File: src/rtl/serial_adder_pkg.sv
// serial_adder_pkg: shared FSM state type and sizing helpers for the
// digit-serial adder (digit count and digit-counter width).
package serial_adder_pkg;

    typedef enum logic [1:0] {
        IDLE = 2'd0,
        RUN  = 2'd1,
        DONE = 2'd2
    } state_t;

    // Number of digits (RUN cycles) per operation.
    function automatic int num_digits(input int width, input int digit);
        return width / digit;
    endfunction

    // Digit counter width: clog2(N)+1 keeps N=1 at one bit.
    function automatic int cnt_width(input int width, input int digit);
        return $clog2(width / digit) + 1;
    endfunction

endpackage

File: src/rtl/full_adder.sv
// full_adder: single-bit full adder cell.
// Ports: a, b, cin in; sum, cout out.
module full_adder (
    input  logic a,
    input  logic b,
    input  logic cin,
    output logic sum,
    output logic cout
);

    assign sum  = a ^ b ^ cin;
    assign cout = (a & b) | (cin & (a ^ b));

endmodule

File: src/rtl/serial_adder_rca_slice.sv
// rca_slice: combinational DIGIT-bit ripple-carry chain of full_adder cells.
// Ports: a, b, cin in; sum, cout (final carry), c_top (carry into top bit) out.
module rca_slice #(
    parameter int DIGIT = 2
) (
    input  logic [DIGIT-1:0] a,
    input  logic [DIGIT-1:0] b,
    input  logic             cin,
    output logic [DIGIT-1:0] sum,
    output logic             cout,
    output logic             c_top
);

    logic [DIGIT:0] c;

    assign c[0] = cin;

    for (genvar i = 0; i < DIGIT; i++) begin : g_bit
        full_adder u_fa (
            .a    (a[i]),
            .b    (b[i]),
            .cin  (c[i]),
            .sum  (sum[i]),
            .cout (c[i+1])
        );
    end

    assign cout  = c[DIGIT];
    assign c_top = c[DIGIT-1];

endmodule

File: src/rtl/serial_adder.sv
// serial_adder: digit-serial two's-complement adder, DIGIT bits per clock,
// valid/ready on both sides. Optional subtract via macro SERIAL_ADDER_SUB_EN.
// Ports: clk, rst (sync, active-high); in_valid/in_ready, a, b, cin
// [, sub]; out_valid/out_ready, sum, cout, overflow.
module serial_adder
    import serial_adder_pkg::*;
#(
    parameter int WIDTH = 8,
    parameter int DIGIT = 2
) (
    input  logic             clk,
    input  logic             rst,
    input  logic             in_valid,
    output logic             in_ready,
    input  logic [WIDTH-1:0] a,
    input  logic [WIDTH-1:0] b,
    input  logic             cin,
`ifdef SERIAL_ADDER_SUB_EN
    input  logic             sub,
`endif
    output logic             out_valid,
    input  logic             out_ready,
    output logic [WIDTH-1:0] sum,
    output logic             cout,
    output logic             overflow
);

    localparam int N  = num_digits(WIDTH, DIGIT);
    localparam int CW = cnt_width(WIDTH, DIGIT);
    localparam logic [CW-1:0] LAST = CW'(N - 1);

    state_t state;
    state_t state_next;

    logic [WIDTH-1:0]       a_reg;
    logic [WIDTH-1:0]       b_reg;
    logic                   carry;
    logic [CW-1:0]          cnt;
    logic [DIGIT-1:0]       slice_sum;
    logic                   slice_cout;
    logic                   slice_ctop;
    logic                   last_digit;
    logic                   accept;
    logic [WIDTH-1:0]       b_in;
    logic                   c_in;
    logic [WIDTH+DIGIT-1:0] sum_cat;

`ifdef SERIAL_ADDER_SUB_EN
    // A-B = A + ~B + 1; cin is ignored when subtracting.
    assign b_in = sub ? ~b : b;
    assign c_in = sub | cin;
`else
    assign b_in = b;
    assign c_in = cin;
`endif

    rca_slice #(
        .DIGIT (DIGIT)
    ) u_slice (
        .a     (a_reg[DIGIT-1:0]),
        .b     (b_reg[DIGIT-1:0]),
        .cin   (carry),
        .sum   (slice_sum),
        .cout  (slice_cout),
        .c_top (slice_ctop)
    );

    assign last_digit = (cnt == LAST);
    // New digit enters at the MSB end; after N shifts sum is complete.
    assign sum_cat    = {slice_sum, sum};

    always_ff @(posedge clk) begin
        if (rst) begin
            state <= IDLE;
        end else begin
            state <= state_next;
        end
    end

    always_comb begin
        state_next = state;
        in_ready   = 1'b0;
        out_valid  = 1'b0;
        accept     = 1'b0;
        unique case (state)
            IDLE: begin
                in_ready = 1'b1;
                if (in_valid) begin
                    accept     = 1'b1;
                    state_next = RUN;
                end
            end
            RUN: begin
                if (last_digit) begin
                    state_next = DONE;
                end
            end
            DONE: begin
                out_valid = 1'b1;
                if (out_ready) begin
                    state_next = IDLE;
                end
            end
            default: begin
                state_next = IDLE;
            end
        endcase
    end

    always_ff @(posedge clk) begin
        if (rst) begin
            a_reg    <= '0;
            b_reg    <= '0;
            carry    <= 1'b0;
            cnt      <= '0;
            sum      <= '0;
            cout     <= 1'b0;
            overflow <= 1'b0;
        end else if (accept) begin
            a_reg <= a;
            b_reg <= b_in;
            carry <= c_in;
            cnt   <= '0;
        end else if (state == RUN) begin
            a_reg <= a_reg >> DIGIT;
            b_reg <= b_reg >> DIGIT;
            carry <= slice_cout;
            sum   <= sum_cat[WIDTH+DIGIT-1:DIGIT];
            cnt   <= cnt + CW'(1);
            if (last_digit) begin
                cout     <= slice_cout;
                overflow <= slice_cout ^ slice_ctop;
            end
        end
    end

endmodule

File: config.mk
export PLATFORM = sky130hd
export DESIGN_NAME = serial_adder
export DESIGN_NICKNAME = d
export VERILOG_FILES = /design/src/rtl/serial_adder_pkg.sv /design/src/rtl/full_adder.sv /design/src/rtl/serial_adder_rca_slice.sv /design/src/rtl/serial_adder.sv
export SDC_FILE = /design/constraint.sdc
export NUM_CORES = 1
export LEC_CHECK = 0
export ABC_AREA = 0
export CAP_MARGIN = 20
export CORE_ASPECT_RATIO = 1.2
export CORE_UTILIZATION = 30
export DETAILED_ROUTE_END_ITERATION = 7
export REMOVE_ABC_BUFFERS = 1
export SETUP_SLACK_MARGIN = 0.15
export SYNTH_ARGS = -nofsm -noshare
export SYNTH_HDL_FRONTEND = slang
export SYNTH_SLANG_ARGS = --single-unit
File: constraint.sdc
create_clock -name clk -period 1.7 [get_ports clk]
set_clock_uncertainty 0.1 [all_clocks]
set_input_delay 0.17 -clock clk [delete_from_list [all_inputs] [get_ports clk]]
set_output_delay 0.17 -clock clk [all_outputs]
set_load 0.02 [all_outputs]
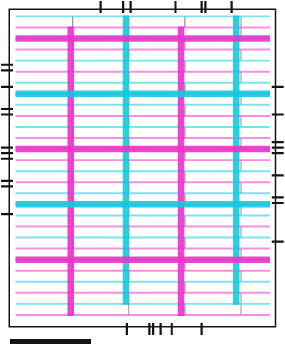
(images/floorplan.png)
The bar under the picture is 20 um long. Pins as bars on the die edge. Tap cells in gray.
legend:
  VDD:
    color: cyan
  VSS:
    color: magenta
rows: 27
met5 straps: 5
met4 straps: 4

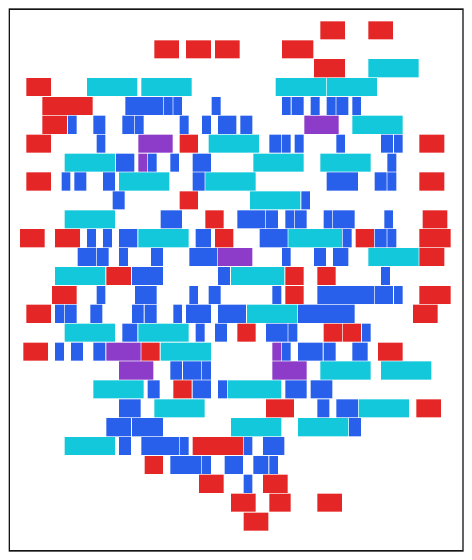
(images/class_map.png)
legend:
  remaining buffers and delay cells:
    color: red
    cells: 49
    share_of_their_area: 25%
  clock drivers and dummy loads:
    color: purple
    cells: 8
    share_of_their_area: 4.6%
  remaining logic cells:
    color: blue
    cells: 121
    share_of_their_area: 37%
  sequential cells:
    color: cyan
    cells: 32
    share_of_their_area: 33%

==> results_slide.txt <==
Physical Implementation Snapshot

GRT
  – Met2 Resource Use GR: 20.9%
  – Largest net degree at the start of global routing: 33
  – First-pass GRT wire length: 5300 um
  – Met3 GRT Util: 5.29%

Final layout
  – Non-Clock Inverter Count: 8
  – Buffering overhead: 24.0%
  – Diodes inserted: 0

Timing
  – PnR worst setup slack: -0.00532 ns
  – Relative slew slack: 83.5%
  – Fin. Hold Viols: 0
  – Final setup vio count: 1

Pwr
  – Maximum vdd drop: 519 uV
  – Power Density: 868 nW/um2
  – Comb power frac: 19.3%

CTS
  – Post-CTS resize count: 7
  – Hold-fix buffers at CTS: 0
  – Longest Clk Path Bufs: 2

Run status
  – Outcome: finished, violations left
  – Failing checks: setup timing

Flow run
  – Total tool warning count: 27

Worst setup path
  – Critical path capture point: carry
  – Reg2Reg Depth: 5

Floorplanning
  – FP Rows: 27
  – Die Ht: 77.7 um

Synthesis
  – Async set-reset flop share out of synthesis: 0%
  – Yosys simple share: 17.7%

Drt
  – Met1 Wirelength: 1450 um
  – Total wire length: 3170 um
  – Met2 wire len: 1490 um

Worst hold path
  – Hold Path End: b_reg[7]
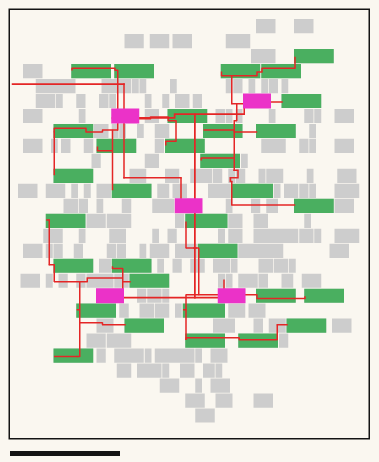
(images/clock_wires.png)
The bar under the picture is 20 um long.
legend:
  clock wires:
    color: red
    length: 424 um
  flip-flops:
    color: green
    count: 32
  clock-net drivers:
    color: magenta
    count: 5
routed clock nets: 6

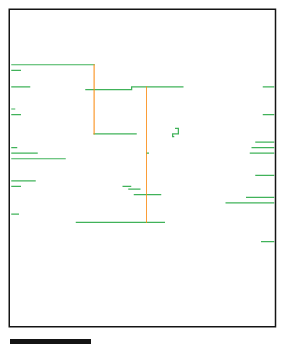
(images/layers.png)
The bar under the picture is 20 um long. Two of the layers only.
legend:
  M3:
    color: green
    wire_length: 178 um
  M4:
    color: orange
    wire_length: 50.3 um

No activity file was given, so power comes from the tool's default toggle rates.
